<file path="src/rtl/bsr_pkg.sv">
// rtl/bsr_pkg.sv - shared mode enum and select-code helpers for the boundary-scan chain selector
package bsr_pkg;

    typedef enum logic [1:0] {
        MODE_SINGLE = 2'd0,
        MODE_CONCAT = 2'd1,
        MODE_BYPASS = 2'd2
    } bsr_mode_e;

    function automatic int concat_code(input int sel_width);
        return (1 << sel_width) - 1;
    endfunction

    // The all-ones code wins over the chain range so CONCAT stays reachable for any width.
    function automatic bsr_mode_e decode_mode(input int code, input int chain_num, input int sel_width);
        if (code == concat_code(sel_width)) begin
            return MODE_CONCAT;
        end
        if (code < chain_num) begin
            return MODE_SINGLE;
        end
        return MODE_BYPASS;
    endfunction

endpackage

</file>
<file path="src/rtl/bsr_sel_reg.sv">
// rtl/bsr_sel_reg.sv - select shift register, update, error flag; BSR_SEL_PARITY_EN adds an even-parity MSB
module bsr_sel_reg
    import bsr_pkg::*;
#(
    parameter int CHAIN_NUM = 4,
    parameter int SEL_WIDTH = 3
) (
    input  logic                 tck,
    input  logic                 rst,
    input  logic                 tdi,
    input  logic                 shift_sel,
    input  logic                 update_sel,
    output logic                 sr_lsb,
    output logic [SEL_WIDTH-1:0] sel_active,
    output logic                 sel_err
);

`ifdef BSR_SEL_PARITY_EN
    localparam int SR_W = SEL_WIDTH + 1;
`else
    localparam int SR_W = SEL_WIDTH;
`endif

    logic [SR_W-1:0]      r_sr;
    logic [SR_W-1:0]      w_sr_next;
    logic [SEL_WIDTH-1:0] r_active;
    logic                 r_err;
    logic [SEL_WIDTH-1:0] w_code;
    logic                 w_update;
    logic                 w_accept;
    logic                 w_in_range;

    generate
        if (SR_W == 1) begin : g_sr_one
            assign w_sr_next = tdi;
        end else begin : g_sr_many
            assign w_sr_next = {tdi, r_sr[SR_W-1:1]};
        end
    endgenerate

    assign w_code     = r_sr[SEL_WIDTH-1:0];
    assign w_update   = update_sel & ~shift_sel;
    assign w_in_range = (decode_mode(32'(w_code), CHAIN_NUM, SEL_WIDTH) != MODE_BYPASS);

`ifdef BSR_SEL_PARITY_EN
    assign w_accept = ~(^r_sr);
`else
    assign w_accept = 1'b1;
`endif

    always_ff @(posedge tck or posedge rst) begin
        if (rst) begin
            r_sr     <= '0;
            r_active <= '0;
            r_err    <= 1'b0;
        end else if (shift_sel) begin
            r_sr <= w_sr_next;
        end else if (w_update) begin
            if (w_accept) begin
                r_active <= w_code;
                r_err    <= ~w_in_range;
            end else begin
                r_err    <= 1'b1;
            end
        end
    end

    assign sr_lsb     = r_sr[0];
    assign sel_active = r_active;
    assign sel_err    = r_err;

endmodule

</file>
<file path="src/rtl/bsr_chain_select.sv">
// rtl/bsr_chain_select.sv - routes TDI/TDO through one, all, or none of CHAIN_NUM boundary-scan chains
module bsr_chain_select
    import bsr_pkg::*;
#(
    parameter int CHAIN_NUM = 4,
    parameter int SEL_WIDTH = $clog2(CHAIN_NUM + 1)
) (
    input  logic                 tck,
    input  logic                 rst,
    input  logic                 tdi,
    input  logic                 shift_sel,
    input  logic                 update_sel,
    input  logic                 shift_dr,
    input  logic [CHAIN_NUM-1:0] bsr_so,
    output logic [CHAIN_NUM-1:0] bsr_si,
    output logic [CHAIN_NUM-1:0] chain_shift_en,
    output logic                 scan_out,
    output logic [SEL_WIDTH-1:0] sel_active,
    output logic                 sel_err
);

    logic      w_sr_lsb;
    logic      w_src;
    bsr_mode_e w_mode;
    logic      r_bypass;
    logic      r_scan_out;

    bsr_sel_reg #(
        .CHAIN_NUM (CHAIN_NUM),
        .SEL_WIDTH (SEL_WIDTH)
    ) u_sel_reg (
        .tck        (tck),
        .rst        (rst),
        .tdi        (tdi),
        .shift_sel  (shift_sel),
        .update_sel (update_sel),
        .sr_lsb     (w_sr_lsb),
        .sel_active (sel_active),
        .sel_err    (sel_err)
    );

    assign w_mode = decode_mode(32'(sel_active), CHAIN_NUM, SEL_WIDTH);

    always_comb begin
        bsr_si         = '0;
        chain_shift_en = '0;
        w_src          = r_bypass;
        case (w_mode)
            MODE_SINGLE: begin
                for (int i = 0; i < CHAIN_NUM; i++) begin
                    if (sel_active == SEL_WIDTH'(i)) begin
                        bsr_si[i]         = tdi;
                        chain_shift_en[i] = shift_dr;
                        w_src             = bsr_so[i];
                    end
                end
            end
            MODE_CONCAT: begin
                bsr_si[0] = tdi;
                for (int i = 1; i < CHAIN_NUM; i++) begin
                    bsr_si[i] = bsr_so[i-1];
                end
                chain_shift_en = {CHAIN_NUM{shift_dr}};
                w_src          = bsr_so[CHAIN_NUM-1];
            end
            default: begin
                w_src = r_bypass;
            end
        endcase
        // Chains must not move while the select register is being loaded.
        if (shift_sel) begin
            chain_shift_en = '0;
        end
    end

    always_ff @(posedge tck or posedge rst) begin
        if (rst) begin
            r_bypass   <= 1'b0;
            r_scan_out <= 1'b0;
        end else begin
            if ((w_mode == MODE_BYPASS) && shift_dr) begin
                r_bypass <= tdi;
            end
            if (shift_sel) begin
                r_scan_out <= w_sr_lsb;
            end else if (shift_dr) begin
                r_scan_out <= w_src;
            end
        end
    end

    assign scan_out = r_scan_out;

endmodule

</file>
<file path="config.mk">
export PLATFORM = sky130hd
export DESIGN_NAME = bsr_chain_select
export DESIGN_NICKNAME = d
export VERILOG_FILES = /design/src/rtl/bsr_pkg.sv /design/src/rtl/bsr_sel_reg.sv /design/src/rtl/bsr_chain_select.sv
export SDC_FILE = /design/constraint.sdc
export NUM_CORES = 1
export LEC_CHECK = 0
export ABC_AREA = 1
export CORE_MARGIN = 4
export CORE_UTILIZATION = 30
export CTS_CLUSTER_SIZE = 24
export DETAILED_ROUTE_END_ITERATION = 8
export HOLD_SLACK_MARGIN = 0.08
export SYNTH_ARGS = -nofsm -noshare
export SYNTH_HDL_FRONTEND = slang
export SYNTH_SLANG_ARGS = --single-unit
</file>
<file path="constraint.sdc">
create_clock -name tck -period 1.6 [get_ports tck]
set_input_delay 0.24 -clock tck [delete_from_list [all_inputs] [get_ports tck]]
set_output_delay 0.24 -clock tck [all_outputs]
set_load 0.03 [all_outputs]
</file>
run_1/wire_density.png
The die is cut into 10 by 10 equal tiles; dark blue is low, red is high, scaled to the fullest tile. Values are wire area over tile area, all layers added.
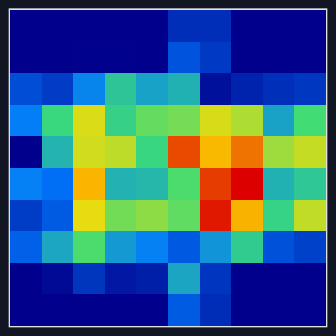
tiles over half the peak: 25%
fullest tile: 0.28
mean over tiles: 0.082
emptiest ninth of the die: top right

run_1/cell_classes.png
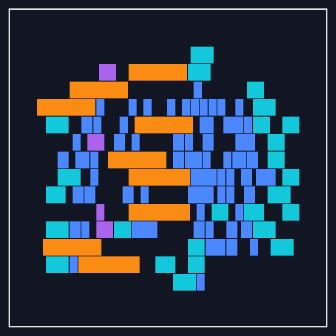
| class | colour | cells | share of their area |
|---|---|---|---|
| flip-flops | orange | 9 | 29% |
| all other logic | blue | 61 | 39% |
| clock drivers and dummy loads | purple | 4 | 3.4% |
| other buffers and delay cells | cyan | 25 | 28% |

run_1/final_clocks.png
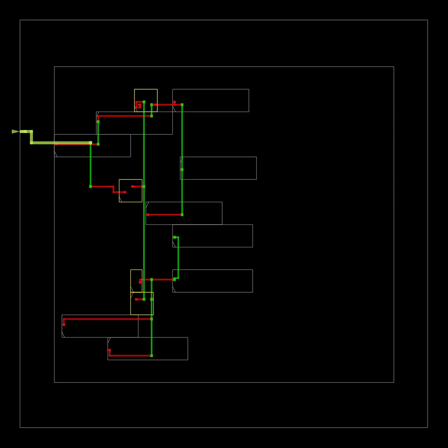
worst skew pair latency: 0.25 ns
# clk buffers: 4

==> run_results.csv, run 1 <==
group,metric,value,unit
layout,nFillCells,165,
route,total_wire_length_after_detailed_routing,1.249,mm
power,worst_supply_voltage_drop_on_vdd,557.6,uV
power,cell_leakage_power,0.3895,nW
clocking,cts.path.max_buffers,2,
route,num_vias,529,
place,final_weighted_congestion_in_routability_driven_placement,0.7099,
yosys,netlist.top_cell.by_instances,"sky130_fd_sc_hd__nand2_1",
yosys,flop_and_latch_count_out_of_synthesis,9,
power,seq_power_share,39.2,%
timing,achievable_clock_frequency,660.0,MHz
yosys,synthesis.instances,71,
yosys,area_leaders,"sky130_fd_sc_hd__dfrtp_1, sky130_fd_sc_hd__nand2_1, sky130_fd_sc_hd__o21ai_0",
yosys,ys_dominant_reg_cell,"sky130_fd_sc_hd__dfrtp_1",
run,openroad.warnings,28,
global_routing,gr_layer_usage_met3,3.058,%
power,switching_power_as_a_share_of_total_power,37.29,%
timing,post-route-worst-setup-slack,0.08486,ns
route,drc_errors_left,0,
clocking,tritoncts.num_buffers,3,
power,pwr-share-clk,21.9,%
yosys,synth.avg_cell_area,7.155,um^2
global_routing,grt_remaining_overflow,0,
route,first_pass_iters,3,
run_status,result_of_the_run,"completed",
yosys,synthesis.area,508.0,um^2
critical_path,reg2reg_from,"u_sel_reg.sel_active[2]$_DFFE_PP0P_",
## run 1: through the flow
step | util [%] | TNS, ns
detailed placement | 46.95 | 0
global placement | 46.95 | 0
CTS | 48.80 | -0.005599
global route | 51.20 | 0
floorplan | - | -0.2217
finish | 51.20 | 0
## run 1: registers in the layout, indices dropped and copies added, names as in the netlist
register              cells
u_sel_reg.sel_active      3
u_sel_reg.r_sr            3
scan_out                  1
u_sel_reg.sel_err         1
r_bypass                  1
## run 1: per-layer routing
metal  vias up  share of wire [%]
met5         -                  0
met4         0                  0
met3         0                6.0
met2        18                 45
met1       228                 49
li1        283                  -
## run 1: final cells by class
cell class	instances	area [um^2]	area share [%]
clock buffer	4	26.28	3.292
multi-input combinational	52	270.3	33.86
tap	16	20.02	2.508
sequential	9	229.0	28.68
inverter	9	33.78	4.232
timing repair buffer	25	219.0	27.43
## run 1: cell families after synthesis
family                 count (synthesis)  share of synthesized area (%)
AND/OR/NAND/NOR                       35                          28.82
AND-OR/OR-AND                         16                          15.76
buffers and inverters                 10                          8.866
flip-flops                             9                          44.34
multiplexers                           1                          2.217
## run 1: worst max-delay path by stage
stage	start	endpoint	slack [ns]	cells past startpoint
5_1_grt	u_sel_reg.sel_active[2]$_DFFE_PP0P_	bsr_si[2]	0.008	4
4_1_cts	u_sel_reg.sel_active[1]$_DFFE_PP0P_	chain_shift_en[0]	-0.006	5
6_report	u_sel_reg.sel_active[2]$_DFFE_PP0P_	chain_shift_en[2]	0.08	4
2_1_floorplan	u_sel_reg.sel_active[0]$_DFFE_PP0P_	bsr_si[0]	-0.06	4
3_3_place_gp	shift_sel	chain_shift_en[0]	0.10	5
3_5_place_dp	shift_sel	chain_shift_en[2]	0.04	5
## run 1: placed cells by master (no fill, tap or decap), drive strengths merged, types with 3 or more instances in the layout
cell type,n
nand2,20
clkdlybuf4s50,11
buf,11
o21ai,11
nor2,9
inv,9
dfrtp,9
nand3,5
a21oi,5
clkbuf,4
dlygate4sd2,3
## run 1: power groups by stage
stage	clock network (mW)	logic (mW)	registers, mW
final	0.171	0.303	0.306
after global routing	0.190	0.335	0.317
after CTS	0.178	0.283	0.301
after detailed placement	0	0.289	0.303
after global placement	0	0.288	0.301
after floorplan	0	0.147	0.334
## run 1: critical path, delay by kind of cell (launching register included)
kind / cells / cell delay, ns
AND/OR/NAND/NOR: 2 / 0.26
flip-flops: 1 / 0.45
buffers and inverters: 1 / 0.17
AND-OR/OR-AND: 1 / 0.14
## run 1: repair_timing
item                                    4_1_cts  5_1_grt
gates resized                                 6        9
endpoints found under the hold margin         0        0
endpoints found under the setup margin        7        6
setup buffers                                 0        2
cloned                                        0        0
==> inputs of run 2 (changes only) <==
Settings changed: REMOVE_ABC_BUFFERS set to 1.
run_2/wire_density.png
The die is cut into 10 by 10 equal tiles; dark blue is low, red is high, scaled to the fullest tile. Values are wire area over tile area, all layers added.
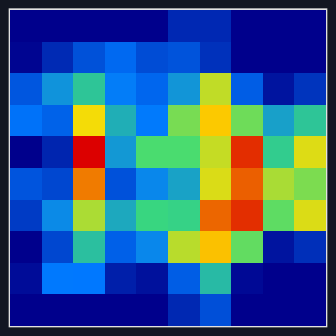
emptiest ninth of the die: top right
densest ninth of the die: right middle
mean over tiles: 0.093
fullest tile: 0.33

run_2/clock_map.png
The bar under the picture is 10 um long.
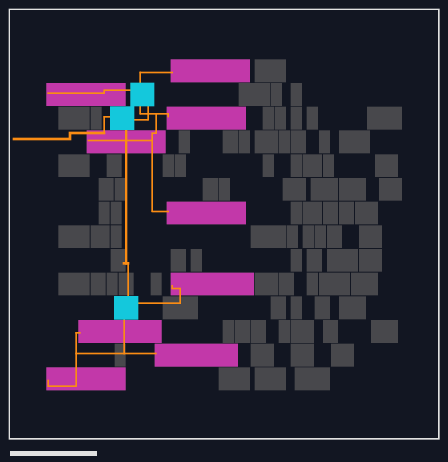
[cells driving clock nets] cyan | count: 3
[clock wires] orange | length: 119 um
[flip-flops] magenta | count: 9
routed clock nets: 4

run_2/cell_classes.png
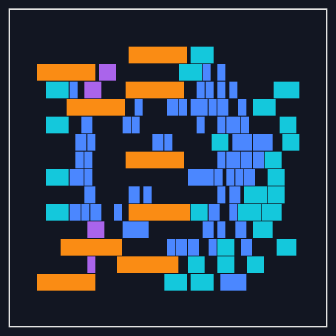
| class | colour | cells | share of their area |
|---|---|---|---|
| flip-flops | orange | 9 | 29% |
| other buffers and delay cells | cyan | 26 | 29% |
| clock drivers and dummy loads | purple | 4 | 3.4% |
| all other logic | blue | 61 | 38% |

==> run 2 against run 1 <==
  * Combinational power grew 3%
  * Setup slack got worse by 0.043 ns
  * Sequential cell count is the same
  * Critical path type unchanged
  * Synthesized cell count is the same
  * Global-route usage fell by 0.071 points
  * Highest routed layer is now met4
  * Routed wire length is 9.8% higher
  * Clock skew is 0.0011 ns lower
  * Critical path depth is the same
  * Die size did not move
  * Design area is 0.47% higher
  * Final cell count up 0.87%
==> run_results.csv, run 2 <==
group,metric,value,unit
run_status,result_of_the_run,"completed",
run,openroad.warnings,25,
layout,layout_top_cells,"sky130_fd_sc_hd__nand2_1, sky130_fd_sc_hd__o21ai_0, sky130_fd_sc_hd__clkdlybuf4s50_1, sky130_fd_sc_hd__buf_4",
power,cell_leakage_power,0.3954,nW
yosys,netlist.top_cell.by_instances,"sky130_fd_sc_hd__nand2_1",
power,worst_supply_voltage_drop_on_vdd,540.4,uV
layout,layout.area.seq,229.0,um^2
yosys,synthesis.instances,71,
yosys,flop_and_latch_count_out_of_synthesis,9,
route,num_vias,553,
yosys,ys_dominant_reg_cell,"sky130_fd_sc_hd__dfrtp_1",
clocking,clkLatencyLatePin,0.26,ns
global_routing,grt_remaining_overflow,0,
yosys,synth.avg_cell_area,7.155,um^2
layout,top_layout_cell,"sky130_fd_sc_hd__nand2_1",
clocking,cts.path.max_buffers,2,
route,total_wire_length_after_detailed_routing,1.371,mm
clocking,tritoncts.num_buffers,3,
floorplan,design.die.area,2416,um^2
timing,post-route-worst-setup-slack,0.04221,ns
yosys,synthesis.area,508.0,um^2
timing,final.setup.tns,0,ns
layout,nFillCells,153,
yosys,async_flop_share,100.0,%
floorplan,fp-utilization,32.58,%
route,drc_errors_left,0,
yosys,area_leaders,"sky130_fd_sc_hd__dfrtp_1, sky130_fd_sc_hd__nand2_1, sky130_fd_sc_hd__o21ai_0",
place,final_weighted_congestion_in_routability_driven_placement,0.7545,
timing,achievable_clock_frequency,641.9,MHz
layout,logic_area,262.8,um^2
## run 2: cell counts after synthesis
No cell type changed its count.
## run 2: per-layer routing
| layer | track usage [%] | routed length (um) | up-vias |
|---|---|---|---|
| met5 | 0 | 0 | - |
| met4 | 5.687 | 16 | 0 |
| met3 | 3.976 | 113 | 2 |
| met2 | 18.97 | 655 | 20 |
| met1 | 12.55 | 586 | 245 |
| li1 | - | - | 286 |
## run 2: final cells by class
class	instances	share of cell area (%)
clock buffer	4	3.276
inverter	9	4.212
multi-input combinational	52	32.76
sequential	9	28.55
tap	16	2.496
timing repair buffer	26	28.71
## run 2: final timing paths
kind,startpoint,endpoint,slack (ns),cells past startpoint
worst max register to register,u_sel_reg.sel_active[2]$_DFFE_PP0P_,scan_out$_DFFE_PP0P_,0.50,6
max in group asynchronous,rst,u_sel_reg.sel_active[0]$_DFFE_PP0P_,1.07,2
min in group tck,r_bypass$_DFFE_PP0P_,r_bypass$_DFFE_PP0P_,0.48,2
worst min register to register,r_bypass$_DFFE_PP0P_,r_bypass$_DFFE_PP0P_,0.48,2
worst max-delay path,u_sel_reg.sel_active[2]$_DFFE_PP0P_,bsr_si[2],0.04,4
worst min-delay path,rst,u_sel_reg.r_sr[1]$_DFFE_PP0P_,0.25,2
## run 2: metrics by stage
step	area [um^2]	total power [mW]	util, %
floorplan	496.7	0.4666	-
global placement	724.4	0.5892	46.47
detailed placement	724.4	0.5902	46.47
CTS	749.5	0.7591	48.07
global route	802.0	0.8545	51.44
finish	802.0	0.7947	51.44
## run 2: report_power, final
part	leakage, nW	internal, mW	switching (mW)
Clock	0.0150	0.0959	0.0764
Combinational	0.272	0.133	0.179
Sequential	0.109	0.267	0.0438
Total	0.395	0.496	0.299
## run 2: logic make-up (layout without fill, tap and decap cells)
kind of cell | Yosys count | in the layout | share of synthesized area [%]
simple gates | 35 | 35 | 28.82
buf+inv | 10 | 39 | 8.866
mux | 1 | 1 | 2.217
compound gates | 16 | 16 | 15.76
flops | 9 | 9 | 44.34
## run 2: critical path, cell delays in order (launching register included)
cell	delay (ns)
sky130_fd_sc_hd__dfrtp_2	0.46
sky130_fd_sc_hd__nor2_2	0.15
sky130_fd_sc_hd__nand2_1	0.10
sky130_fd_sc_hd__o21ai_0	0.15
sky130_fd_sc_hd__buf_4	0.18
## run 2: timing repair
action                                  CTS  global route
resized                                   5            10
endpoints found under the setup margin    7             7
buffers inserted                          0             3
hold buffers                              0             0
pin swaps                                 0             1
Power and IR drop assume default switching activity.
